$ cat config.mk
export PLATFORM = sky130hd
export DESIGN_NAME = reg_scoreboard_flat
export DESIGN_NICKNAME = d
export VERILOG_FILES = /design/src/rtl/reg_scoreboard_pkg.sv /design/src/rtl/reg_scoreboard_if.sv /design/src/rtl/reg_track_entry.sv /design/src/rtl/reg_scoreboard.sv /design/src/flat_wrapper.sv
export SDC_FILE = /design/constraint.sdc
export NUM_CORES = 1
export LEC_CHECK = 0
export CORE_AREA = 2 2 145 183
export CTS_CLUSTER_SIZE = 12
export DETAILED_ROUTE_END_ITERATION = 8
export DIE_AREA = 0 0 147 185
export GPL_ROUTABILITY_DRIVEN = 0
export GPL_TIMING_DRIVEN = 0
export PLACE_DENSITY_LB_ADDON = 0.05
export SYNTH_ARGS = -nofsm -noshare
export SYNTH_HDL_FRONTEND = slang
export SYNTH_SLANG_ARGS = --single-unit
$ cat constraint.sdc
create_clock -name clk -period 2.8 [get_ports clk]
set_clock_uncertainty 0.05 [all_clocks]
set_input_delay 0.28 -clock clk [delete_from_list [all_inputs] [get_ports clk]]
set_output_delay 0.28 -clock clk [all_outputs]
set_load 0.01 [all_outputs]
$ cat src/rtl/reg_scoreboard_pkg.sv
// Shared constants and encodings for the decode-stage register scoreboard.
package reg_scoreboard_pkg;

    // Number of architectural registers; register 0 is hard-wired zero.
    localparam int unsigned NREG     = 32;
    // Register index width.
    localparam int unsigned AW       = 5;
    // Width of the per-register in-flight write counter.
    localparam int unsigned CNT_W    = 2;
    // Cycles after a load issue before its result is forwardable.
    localparam int unsigned LOAD_LAT = 2;
    // Width of the per-register remaining load latency counter.
    localparam int unsigned LD_W     = 2;

    localparam logic [AW-1:0]    REG_ZERO = '0;
    localparam logic [CNT_W-1:0] CNT_MAX  = '1;

    // Instruction classes, shared with the register bank.
    typedef enum logic [2:0] {
        load_store,
        alu_inm,
        branch,
        jump_abs,
        alu_reg,
        jump_rel,
        shift_var,
        shift
    } instr_class_e;

    // Register 0 never carries a dependency.
    function automatic logic is_tracked(logic [AW-1:0] idx);
        return idx != REG_ZERO;
    endfunction

endpackage

$ cat src/rtl/reg_scoreboard_if.sv
// Decode/writeback-facing bus of the register scoreboard.
interface reg_scoreboard_if;
    import reg_scoreboard_pkg::*;

    logic            issue_valid;
    logic [AW-1:0]   issue_rs;
    logic [AW-1:0]   issue_rt;
    logic            issue_use_rs;
    logic            issue_use_rt;
    logic            issue_wr;
    logic [AW-1:0]   issue_rd;
    logic            issue_load;
    logic            wb_valid;
    logic [AW-1:0]   wb_rd;
    logic            flush;
    logic            stall;
    logic            issue_ack;
    logic [NREG-1:0] busy_mask;
    logic            err_underflow;

    // Pipeline side: presents instructions and writebacks.
    modport master (
        output issue_valid, issue_rs, issue_rt, issue_use_rs, issue_use_rt,
        output issue_wr, issue_rd, issue_load, wb_valid, wb_rd, flush,
        input  stall, issue_ack, busy_mask, err_underflow
    );

    // Scoreboard side.
    modport slave (
        input  issue_valid, issue_rs, issue_rt, issue_use_rs, issue_use_rt,
        input  issue_wr, issue_rd, issue_load, wb_valid, wb_rd, flush,
        output stall, issue_ack, busy_mask, err_underflow
    );

endinterface

$ cat src/rtl/reg_track_entry.sv
// Tracking state of one architectural register: in-flight write count and
// remaining load latency.
module reg_track_entry
    import reg_scoreboard_pkg::*;
(
    input  logic             clk_i,
    input  logic             reset_i,
    input  logic             clear_i,     // flush: drop all tracking
    input  logic             inc_i,       // accepted issue writing this register
    input  logic             dec_i,       // writeback retiring this register
    input  logic             load_i,      // accepted issue is a load
    output logic [CNT_W-1:0] pend_cnt_o,
    output logic [LD_W-1:0]  ld_cnt_o,
    output logic             busy_o,
    output logic             underflow_o
);

    logic [CNT_W-1:0] pend_q, pend_d;
    logic [LD_W-1:0]  ld_q, ld_d;
    logic             busy_q;

    // Pending-write count: issue and writeback together cancel out; never
    // drops below zero.
    always_comb begin
        pend_d = pend_q;
        if (clear_i) begin
            pend_d = '0;
        end else if (inc_i && !dec_i) begin
            pend_d = pend_q + CNT_W'(1);
        end else if (dec_i && !inc_i && pend_q != '0) begin
            pend_d = pend_q - CNT_W'(1);
        end
    end

    // Load latency: reload on a load issue, otherwise count down to zero.
    always_comb begin
        ld_d = ld_q;
        if (clear_i) begin
            ld_d = '0;
        end else if (load_i) begin
            ld_d = LD_W'(LOAD_LAT);
        end else if (ld_q != '0) begin
            ld_d = ld_q - LD_W'(1);
        end
    end

    // State registers; busy is registered from the next count so it tracks
    // pend_cnt without an extra cycle of lag.
    always_ff @(posedge clk_i) begin
        if (reset_i) begin
            pend_q <= '0;
            ld_q   <= '0;
            busy_q <= 1'b0;
        end else begin
            pend_q <= pend_d;
            ld_q   <= ld_d;
            busy_q <= (pend_d != '0);
        end
    end

    assign pend_cnt_o  = pend_q;
    assign ld_cnt_o    = ld_q;
    assign busy_o      = busy_q;
    assign underflow_o = dec_i && (pend_q == '0);

endmodule

$ cat src/rtl/reg_scoreboard.sv
// Register scoreboard: holds decode while a source (or the destination) is
// still waiting on a load, or while the destination's write counter is full.
module reg_scoreboard
    import reg_scoreboard_pkg::*;
(
    input  logic            clk,
    input  logic            reset,
    reg_scoreboard_if.slave bus
);

    logic [NREG-1:0][CNT_W-1:0] pend_cnt;
    logic [NREG-1:0][LD_W-1:0]  ld_cnt;
    logic [NREG-1:0]            busy;
    logic [NREG-1:1]            inc;
    logic [NREG-1:1]            dec;
    logic [NREG-1:1]            load;
    logic [NREG-1:1]            underflow;
    logic                       hazard;
    logic                       stall;
    logic                       ack;
    logic                       err_q;

    // Register 0 is never tracked and always reads as idle.
    assign pend_cnt[0] = '0;
    assign ld_cnt[0]   = '0;
    assign busy[0]     = 1'b0;

    for (genvar r = 1; r < NREG; r++) begin : g_entry
        reg_track_entry u_entry (
            .clk_i       (clk),
            .reset_i     (reset),
            .clear_i     (bus.flush),
            .inc_i       (inc[r]),
            .dec_i       (dec[r]),
            .load_i      (load[r]),
            .pend_cnt_o  (pend_cnt[r]),
            .ld_cnt_o    (ld_cnt[r]),
            .busy_o      (busy[r]),
            .underflow_o (underflow[r])
        );
    end

    // Hazard detection: only loads stall consumers, ALU results forward.
    always_comb begin
        hazard = 1'b0;
        if (bus.issue_use_rs && is_tracked(bus.issue_rs) && ld_cnt[bus.issue_rs] != '0) begin
            hazard = 1'b1;
        end
        if (bus.issue_use_rt && is_tracked(bus.issue_rt) && ld_cnt[bus.issue_rt] != '0) begin
            hazard = 1'b1;
        end
        if (bus.issue_wr && is_tracked(bus.issue_rd)) begin
            if (ld_cnt[bus.issue_rd] != '0 || pend_cnt[bus.issue_rd] == CNT_MAX) begin
                hazard = 1'b1;
            end
        end
        stall = bus.issue_valid && hazard;
        ack   = bus.issue_valid && !stall && !bus.flush;
    end

    // Per-register strobes; flush suppresses both issue and writeback.
    always_comb begin
        inc  = '0;
        dec  = '0;
        load = '0;
        for (int r = 1; r < NREG; r++) begin
            inc[r]  = ack && bus.issue_wr && (bus.issue_rd == AW'(r));
            load[r] = inc[r] && bus.issue_load;
            dec[r]  = bus.wb_valid && !bus.flush && (bus.wb_rd == AW'(r));
        end
    end

    // Sticky underflow flag; only reset clears it.
    always_ff @(posedge clk) begin
        if (reset) begin
            err_q <= 1'b0;
        end else if (|underflow) begin
            err_q <= 1'b1;
        end
    end

    assign bus.stall         = stall;
    assign bus.issue_ack     = ack;
    assign bus.busy_mask     = busy;
    assign bus.err_underflow = err_q;

endmodule

$ cat src/flat_wrapper.sv
// flat-port wrapper written by rule: the top's interface ports become plain ports
module reg_scoreboard_flat import reg_scoreboard_pkg::*;
  (clk, reset, bus_issue_valid, bus_issue_rs, bus_issue_rt, bus_issue_use_rs, bus_issue_use_rt, bus_issue_wr, bus_issue_rd, bus_issue_load, bus_wb_valid, bus_wb_rd, bus_flush, bus_stall, bus_issue_ack, bus_busy_mask, bus_err_underflow);
  reg_scoreboard_if bus_i ();
  input  logic clk;
  input  logic reset;
  input wire logic [$bits(bus_i.issue_valid)-1:0] bus_issue_valid;
  input wire logic [$bits(bus_i.issue_rs)-1:0] bus_issue_rs;
  input wire logic [$bits(bus_i.issue_rt)-1:0] bus_issue_rt;
  input wire logic [$bits(bus_i.issue_use_rs)-1:0] bus_issue_use_rs;
  input wire logic [$bits(bus_i.issue_use_rt)-1:0] bus_issue_use_rt;
  input wire logic [$bits(bus_i.issue_wr)-1:0] bus_issue_wr;
  input wire logic [$bits(bus_i.issue_rd)-1:0] bus_issue_rd;
  input wire logic [$bits(bus_i.issue_load)-1:0] bus_issue_load;
  input wire logic [$bits(bus_i.wb_valid)-1:0] bus_wb_valid;
  input wire logic [$bits(bus_i.wb_rd)-1:0] bus_wb_rd;
  input wire logic [$bits(bus_i.flush)-1:0] bus_flush;
  output wire logic [$bits(bus_i.stall)-1:0] bus_stall;
  output wire logic [$bits(bus_i.issue_ack)-1:0] bus_issue_ack;
  output wire logic [$bits(bus_i.busy_mask)-1:0] bus_busy_mask;
  output wire logic [$bits(bus_i.err_underflow)-1:0] bus_err_underflow;
  assign bus_i.issue_valid = bus_issue_valid;
  assign bus_i.issue_rs = bus_issue_rs;
  assign bus_i.issue_rt = bus_issue_rt;
  assign bus_i.issue_use_rs = bus_issue_use_rs;
  assign bus_i.issue_use_rt = bus_issue_use_rt;
  assign bus_i.issue_wr = bus_issue_wr;
  assign bus_i.issue_rd = bus_issue_rd;
  assign bus_i.issue_load = bus_issue_load;
  assign bus_i.wb_valid = bus_wb_valid;
  assign bus_i.wb_rd = bus_wb_rd;
  assign bus_i.flush = bus_flush;
  assign bus_stall = bus_i.stall;
  assign bus_issue_ack = bus_i.issue_ack;
  assign bus_busy_mask = bus_i.busy_mask;
  assign bus_err_underflow = bus_i.err_underflow;
  reg_scoreboard u_core (.clk(clk), .reset(reset), .bus(bus_i));
endmodule
==> notes.md, run 1 <==
fresh numbers from the pnr run: failing checks=negative setup slack, comb area leader=simple AND/OR/NAND/NOR gates, crit path capture type=output port, Critical Path AT=around 2.7 ns, final setup TNS=-5.08 ns, Yosys top cell by area=dfxtp_1, P&R area growth vs syn=37.6%, residual DRC count=0, Post-Synth AOI/OAI Area=0.233, pwr dens=between 300 and 400 nW/um2, Register-to-Register Setup Slack=-0.15 ns, Top-area cell share=0.310, vias post-DR=10800, Worst-path clk slew=0.06 ns, largest net degree at the start of global routing=17, chip area=about 27000 um2, layout cells sized above 1=0.350, FP Core Util=0.393, die extent in y=185 um, hold_sp=bus_issue_load, Via density=a little over 6, CP max stage delay=0.43 ns, Seq cells post-synth=approximately 160, Hold Violations, Final=0, Crit Path Max Fanout=5, Synth Seq Share=0.310, post-place instance area=about 11000 um2, Levels on crit path=8, Top delay family on crit path=AND-OR/OR-AND gates, gr ovfl total=0, syn avg cell area=a little over 8 um2, first-pass GRT wire length=61.4 mm, fillers=2404, core area=25600 um2, Post-Syn Instances=1232, CP Launch Point=u_core.g_entry[4].u_entry.ld_cnt_o[1]$_SDFFE_PP0P_, hold slack=0.295 ns, Tcrit/Tclk final=1.07, Die W=~150 um, mapped cell area=10100 um2, Final #Nets=1440, Crit path buffers/inverters=1, simple-gate area share of the yosys netlist=0.248, Core Rows=66, tool warnings=29, post-layout instance area=13900 um2, Setup-failing EPs final=76, Crit Path Category=reg2out, num ports=64, Hold Crit Class=in2reg, yosys stat area=about 10000 um2, placed cell count=1629, Final Non-Filler Cells=about 1700, Cell variety after synth=78, ANT nets after route=0, MaxCap Viol Count=0, vias in the first global route=10300, mux share=0.0874, Slew HR=0.0236, Clock Path Buffers=2, RSZ-0062 raised after global routing=yes, Worst Hold Depth=3, yosys cell count=1232, Top FF cell, synth=dfxtp_1, Startpoint Class=flip-flop, H-tree levels=4, CTS tree=built, worst setup margin=-0.187 ns, yosys adder share=0.0385, status=complete, but fails checks, Commonest cells post-synth=dfxtp_1 (156), nand2_1 (129), nor2_1 (100), inv_1 (80), a21oi_1 (69), RR Endpoint=u_core.g_entry[2].u_entry.pend_cnt_o[0]$_SDFF_PP0_, DP HPWL=28.7 mm, Tightest Pin Transition=about 1.5 ns, Max Transition Viols Final=0, top cells, area=dfxtp_1 (31%), mux4_2 (5.6%), nand2_1 (4.8%), Worst EP required=around 2.5 ns, Pleak=4.62 nW, first-pass detailed-route iteration total=8, worst r2r path cells=11, source of the worst register-to-register timing path=u_core.g_entry[7].u_entry.ld_cnt_o[1]$_SDFFE_PP0P_, initial antenna violation count=1, Ant. Diodes=0, FFs w/ async S/R, synth=0, xor+xnor area frac=0.000870, fmax=335 MHz, flip-flops with a built-in enable=0, CTS root buffer=clkbuf_16, slowest CP cell=a2111oi_4, Routed wire per std cell=around 24 um, Syn Nets=1292, number of port buffers=57, worst vdd ir=approximately 400 uV, Iter 0 DRT Violations=856, fin crit period=approximately 3 ns, cell with the most instances after synthesis=dfxtp_1, Synth warnings=0, CP cell instances=or2_4, a21oi_4, o21ai_4, a221oi_4, a32oi_4, a2111oi_4, and2_1, buf_2, final WL=about 42 mm, Hold EP=u_core.g_entry[31].u_entry.ld_cnt_o[1]$_SDFFE_PP0P_, Overall Global Routing Usage=0.304
run 1: worst max path at each step:
stage and end:
2_1_floorplan u_core.g_entry[4].u_entry.busy_o$_SDFF_PP0_, 3_3_place_gp u_core.g_entry[22].u_entry.busy_o$_SDFF_PP0_, 3_5_place_dp u_core.g_entry[22].u_entry.busy_o$_SDFF_PP0_, 4_1_cts u_core.g_entry[4].u_entry.busy_o$_SDFF_PP0_, 5_1_grt bus_issue_ack, 6_report bus_issue_ack
run 1: cells by family after synthesis:
group,after synthesis
and+or+nand+nor,494
AOI/OAI and AO/OA,324
buffers and inverters,170
DFF,156
muxes,55
adders and majority gates,31
other,1
xor gates and xnor gates,1
run 1: tightest hold or removal path: stages:
cell	delay (ns)
clkbuf_1	0.25
nand3_1	0.15
a21oi_1	0.06
run 1: per-stage QoR:
stage                      util  total power [mW]  setup slack, ns
after floorplan               -              2.51          -0.0348
after CTS                 0.513              5.27           -0.175
after global routing      0.541              5.44           -0.260
after detailed placement  0.433              2.72            -1.96
after global placement    0.433              2.72            -2.03
final                     0.541              5.31           -0.187
run 1: flip-flops by register name, summed over array words and instances, names as in the netlist:
register                           flops
u_core.bus.err_underflow               1
u_core.g_entry.u_entry.busy_o         31
u_core.g_entry.u_entry.ld_cnt_o       62
u_core.g_entry.u_entry.pend_cnt_o     62
run 1: report_power, final:
group          internal [mW]  leakage, nW  switching (mW)
Clock                   1.49        0.284           0.965
Combinational          0.220         3.06           0.414
Sequential              2.22         1.28         0.00292
run 1: per-layer routing:
layer,vias up,routed length [um],global-route usage
li1,4866,-,-
met4,2,2740,0.193
met5,-,11,0
met3,165,3080,0.0768
met1,5265,16200,0.341
met2,465,19900,0.515
run 1: cell type report:
cell class,count,area [um2],area share
clock inverters,8,145,0.0105
plain buffers,85,694,0.0501
well taps,340,425,0.0307
flip-flops and latches,156,3190,0.230
multi-input cells,907,7370,0.532
repair buffers,132,1270,0.0918
clock buffers,20,447,0.0322
inverters,81,310,0.0224
run 1: cells in the final DEF, fill, tap and decap left out, types with 10 or more instances in the layout:
cell and count:
and3_4 10, dfxtp_1 112, a21oi_2 20, clkbuf_16 18
inv_1 71, clkbuf_1 16, dfxtp_2 38, nor3_1 50
o21a_1 12, nor3b_1 34, a21o_1 11, nor2_1 77
o21ai_0 26, a31oi_1 12, nand3_1 50, clkbuf_2 12
mux2i_1 13, a211oi_4 12, o211ai_1 13, nand2_1 119
buf_4 84, buf_6 29, ha_1 31, a211oi_1 12
a211oi_2 17, a21oi_1 45, clkdlybuf4s50_1 48, o21ai_1 10
nand3_2 13, nor2b_1 10, nand4_1 10, mux4_2 25
nor2_2 16
run 1: what timing repair did:
action	in CTS	in global routing
gates resized	291	147
setup buffers	45	24
gates cloned	5	2
pin swaps	63	77
setup endpoints to repair	149	147
hold buffers	0	0
Figure 1. The clock network (run 1).
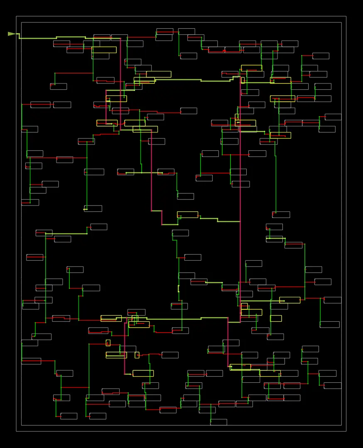
number of buffers created by CTS: 17
clk pwr: 2.46 mW
clock buffers: 20
clk sinks: 156

Figure 2. Clock wires, drivers and flops (run 1).
Scale bar: 50 um.
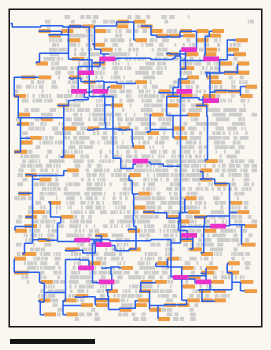
[clock wires] blue | length: 2380 um
[cells driving clock nets] magenta | count: 17
[flip-flops] orange | count: 156
routed clock nets: 18
Insertion Delay late pin: 0.45 ns
clock power share: 0.463

Figure 3. Close-up of the layout (run 1).
Region (95, 31) to (125, 61) um. Cells in grey, sequential cells in the stronger grey; small squares are vias.
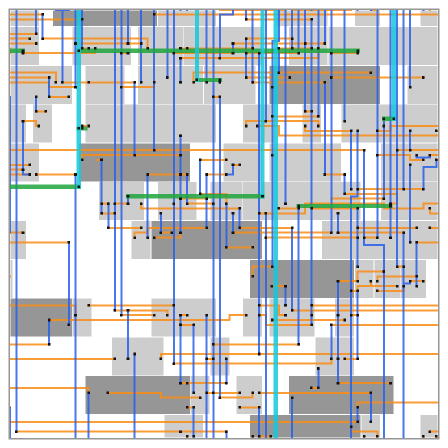
[met4] cyan
[met2] blue
[met1] orange
[met3] green
most frequent: nand2_1 (5)
cells with their middle in the window: 49
netlist names of flops here include: u_core.g_entry.u_entry.ld_cnt_o (7), u_core.g_entry.u_entry.pend_cnt_o (1)
sequential cells in the window: 8

Figure 4. Sequential cells coloured by netlist name (run 1).
Scale bar: 50 um. Other sequential cells in the stronger grey, the rest of the logic in the fainter grey.
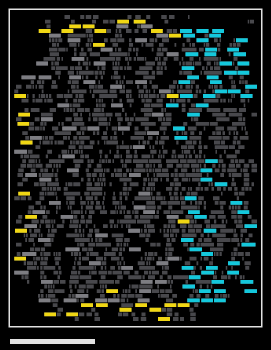

## Run 2: what changed since run 1
--- a/config.mk
+++ b/config.mk
@@ -5,13 +5,15 @@
 export SDC_FILE = /design/constraint.sdc
 export NUM_CORES = 1
 export LEC_CHECK = 0
-export CORE_AREA = 2 2 145 183
+export ABC_AREA = 1
+export CORE_AREA = 2 2 131 165
 export CTS_CLUSTER_SIZE = 12
 export DETAILED_ROUTE_END_ITERATION = 8
-export DIE_AREA = 0 0 147 185
+export DIE_AREA = 0 0 133 167
 export GPL_ROUTABILITY_DRIVEN = 0
 export GPL_TIMING_DRIVEN = 0
 export PLACE_DENSITY_LB_ADDON = 0.05
+export RECOVER_POWER = 100
 export SYNTH_ARGS = -nofsm -noshare
 export SYNTH_HDL_FRONTEND = slang
 export SYNTH_SLANG_ARGS = --single-unit
Figure 5. Sequential cells coloured by netlist name (run 2).
Scale bar: 50 um. Other sequential cells in the stronger grey, the rest of the logic in the fainter grey.
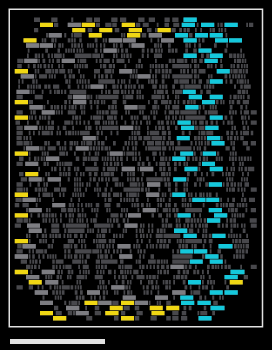
[u_core.g_entry.u_entry.busy_o] yellow | flops: 31
[u_core.g_entry.u_entry.ld_cnt_o] cyan | flops: 62 | where: a column on the right
not coloured: 63

==> run 2 against run 1 <==
The run ends with design-rule violations left. Critical endpoint is now u_core.g_entry[31].u_entry.busy_o$_SDFF_PP0_. Flip-flop count is the same. Via count increased by 4.1%. Sequential share of layout area increased by 2.8 points. Total power is 1.6% higher. Register-to-register slack improved by 0.26 ns. Fmax rose by 11%. Clock power up 7%. Non-clock buffer count fell by 58. Sequential power barely moved. Critical path depth increased by 12. Critical path type is now reg2reg.
==> notes.md, run 2 <==
fresh numbers from the pnr run: status=complete, but fails checks, failing checks=design-rule violations, final core occ=0.588, Post-Syn Instances=1700, H-tree levels=4, placed cell count=2032, number of port buffers=58, first-pass detailed-route iteration total=9, clk sinks=156, Commonest cells post-synth=nand2_1 (525), inv_1 (268), nand3_1 (250), nor2_1 (170), dfxtp_1 (156), Top-area cell share=0.308, Final #Nets=between 1500 and 2000, combinational fraction of design power=0.102, Hold EP=u_core.g_entry[7].u_entry.pend_cnt_o[1]$_SDFF_PP0_, yosys stat area=10100 um2, CP max stage delay=0.34 ns, Setup WS pre-CTS=-0.873 ns, Synth Seq Share=0.308, most numerous logic cell after layout=nand2_1, Synth warnings=0, post-layout instance area=12100 um2, number of buffers created by CTS=17, largest net degree at the start of global routing=17, hold_sp=bus_issue_wr, post-place instance area=11100 um2, CP cell instances=nor2_4, nand2_1, and2_1, nand3_1, nand2_1, nand2_1, inv_1, nor2_1, nor2_1, nor2_2, nand3_2, buf_4, nor2_4, buf_12, buf_12, nand3_2, nand2_1, nand2_1, nand3_1, nand2_1, slowest CP cell=dfxtp_1, crit path capture type=flip-flop, mapped cell area=10100 um2, FFs w/ async S/R, synth=0, Total Power=5.39 mW, Startpoint Class=flip-flop, Iter 0 DRT Violations=approximately 1200, initial antenna violation count=0, chip area=22200 um2, final setup TNS=0 ns, Yosys top cell by area=dfxtp_1, Via density=5.40, Crit Path Category=reg2reg, die extent in y=approximately 170 um, cell with the most instances after synthesis=nand2_1, Syn Nets=between 1500 and 2000, cell mode on critical path=nand2_1, worst r2r path cells=20, Critical Path AT=2.93 ns, first-pass GRT wire length=53.5 mm, Comb gate area=5630 um2, switch share=0.259, Cell variety after synth=35, Top FF cell, synth=dfxtp_1, P&R area growth vs syn=19.3%, ANT nets after route=0, fillers=2084, Hold Crit Class=in2reg, layout cells sized above 1=0.0948, flip-flops with a built-in enable=0, Clock Path Buffers=2, Overall Global Routing Usage=0.312, tool warnings=26, residual DRC count=4, Psw=1.40 mW, FP Core Util=0.493, Pleak=6.07 nW, core area=20600 um2, sequential power share=0.412, source of the worst register-to-register timing path=u_core.g_entry[19].u_entry.ld_cnt_o[1]$_SDFFE_PP0P_, RR Endpoint=u_core.g_entry[31].u_entry.busy_o$_SDFF_PP0_, MaxCap Viol Count=0, num ports=between 60 and 70, Max Transition Viols Final=0, CTS root buffer=clkbuf_16, top cells, area=dfxtp_1 (31%), nand2_1 (19%), nand3_1 (12%), Routed wire per std cell=16.8 um, CTS tree=built, Top delay family on crit path=simple AND/OR/NAND/NOR gates, Die W=133 um, final WL=34.8 mm, Worst Hold Depth=6, worst vdd ir=around 410 uV, Tcrit/Tclk final=0.962, hold slack=0.387 ns, vias in the first global route=10200, Setup-failing EPs final=0, DP HPWL=between 20 and 30 mm, Final Non-Filler Cells=2077, Worst-path clk slew=0.06 ns, Tightest Pin Transition=~0.85 ns, Worst EP required=just over 3 ns, Slew HR=0.436, fmax=371 MHz, gr ovfl total=0, yosys cell count=1700, Hold Violations, Final=0, pwr dens=about 450 nW/um2, Ant. Diodes=0, Top Layout Cells=nand2_1 (520), inv_1 (268), nand3_1 (244), Crit Path Max Fanout=10, fin crit period=2.69 ns, syn avg cell area=~6.0 um2, sequential cell area=3130 um2, worst setup margin=roughly 0.11 ns, Register-to-Register Setup Slack=0.11 ns, P_int=4.00 mW, Core Rows=around 60, Crit path buffers/inverters=4, Seq cells post-synth=156, vias post-DR=between 10000 and 15000
Figure 6. Clock wires, drivers and flops (run 2).
Scale bar: 50 um.
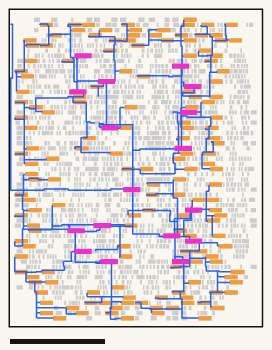
[clock wires] blue | length: 2170 um
[flip-flops] orange | count: 156
[cells driving clock nets] magenta | count: 17
routed clock nets: 18
Insertion Delay late pin: 0.44 ns
clock power share: 0.485
clk pwr: 2.62 mW

run 2: power groups by stage:
stage	Combinational, mW	Sequential (mW)	Clock, mW
global route	0.580	2.22	2.73
floorplan	0.265	2.27	0
detailed placement	0.479	2.27	0
global placement	0.478	2.27	0
finish	0.551	2.22	2.62
CTS	0.519	2.22	2.64
run 2: worst register-to-register path: stages, from the launching register on:
cell and delay, ns:
dfxtp_1 0.34, nor2_4 0.17, nand2_1 0.07, and2_1 0.15
nand3_1 0.06, nand2_1 0.08, nand2_1 0.09, inv_1 0.05
nor2_1 0.09, nor2_1 0.06, nor2_2 0.18, nand3_2 0.11
buf_4 0.17, nor2_4 0.11, buf_12 0.15, buf_12 0.15
nand3_2 0.10, nand2_1 0.10, nand2_1 0.05, nand3_1 0.09
nand2_1 0.14
run 2: how the worst max path moves through the flow:
| stage | cells past startpoint | to | slack [ns] | startpoint |
|---|---|---|---|---|
| floorplan | 22 | u_core.g_entry[10].u_entry.busy_o$_SDFF_PP0_ | 0.52 | bus_issue_rd[1] |
| global placement | 17 | bus_stall | -0.90 | bus_issue_rd[0] |
| detailed placement | 17 | bus_stall | -0.87 | bus_issue_rd[0] |
| CTS | 19 | u_core.g_entry[31].u_entry.busy_o$_SDFF_PP0_ | 0.02 | u_core.g_entry[19].u_entry.ld_cnt_o[0]$_SDFFE_PP0P_ |
| global route | 21 | u_core.g_entry[31].u_entry.busy_o$_SDFF_PP0_ | -0.008 | u_core.g_entry[25].u_entry.ld_cnt_o[1]$_SDFFE_PP0P_ |
| finish | 20 | u_core.g_entry[31].u_entry.busy_o$_SDFF_PP0_ | 0.11 | u_core.g_entry[19].u_entry.ld_cnt_o[1]$_SDFFE_PP0P_ |
run 2: cell families after synthesis:
logic type,count (synthesis),share of synthesized area
adders and majority gates,31,0.0382
other,1,0.000370
buffers and inverters,361,0.152
AOI/OAI and AO/OA,78,0.0427
DFF,156,0.308
and+or+nand+nor,1073,0.459
run 2: final cells by class:
cell class,instances,share of cell area
Sequential cell,156,0.258
Multi-Input combinational cell,1183,0.466
Buffer,87,0.0504
Clock buffer,19,0.0366
Clock inverter,12,0.0174
Tap cell,274,0.0283
Timing Repair Buffer,72,0.0579
Inverter,274,0.0855
run 2: routing by layer:
| layer | global-route usage | up-vias | part of all wire |
|---|---|---|---|
| li1 | - | 5536 | - |
| met1 | 0.371 | 4992 | 0.40 |
| met2 | 0.529 | 525 | 0.47 |
| met3 | 0.0435 | 156 | 0.070 |
| met4 | 0.193 | 0 | 0.064 |
| met5 | 0 | - | 0 |
run 2: timing repair:
action                     in CTS  in global routing
hold buffers                    0                  0
setup buffers                   6                  7
setup endpoints to repair     126                120
gates resized                  82                 21
pin swaps                       4                  8
gates cloned                    0                  1
No activity file was given, so power comes from the tool's default toggle rates.
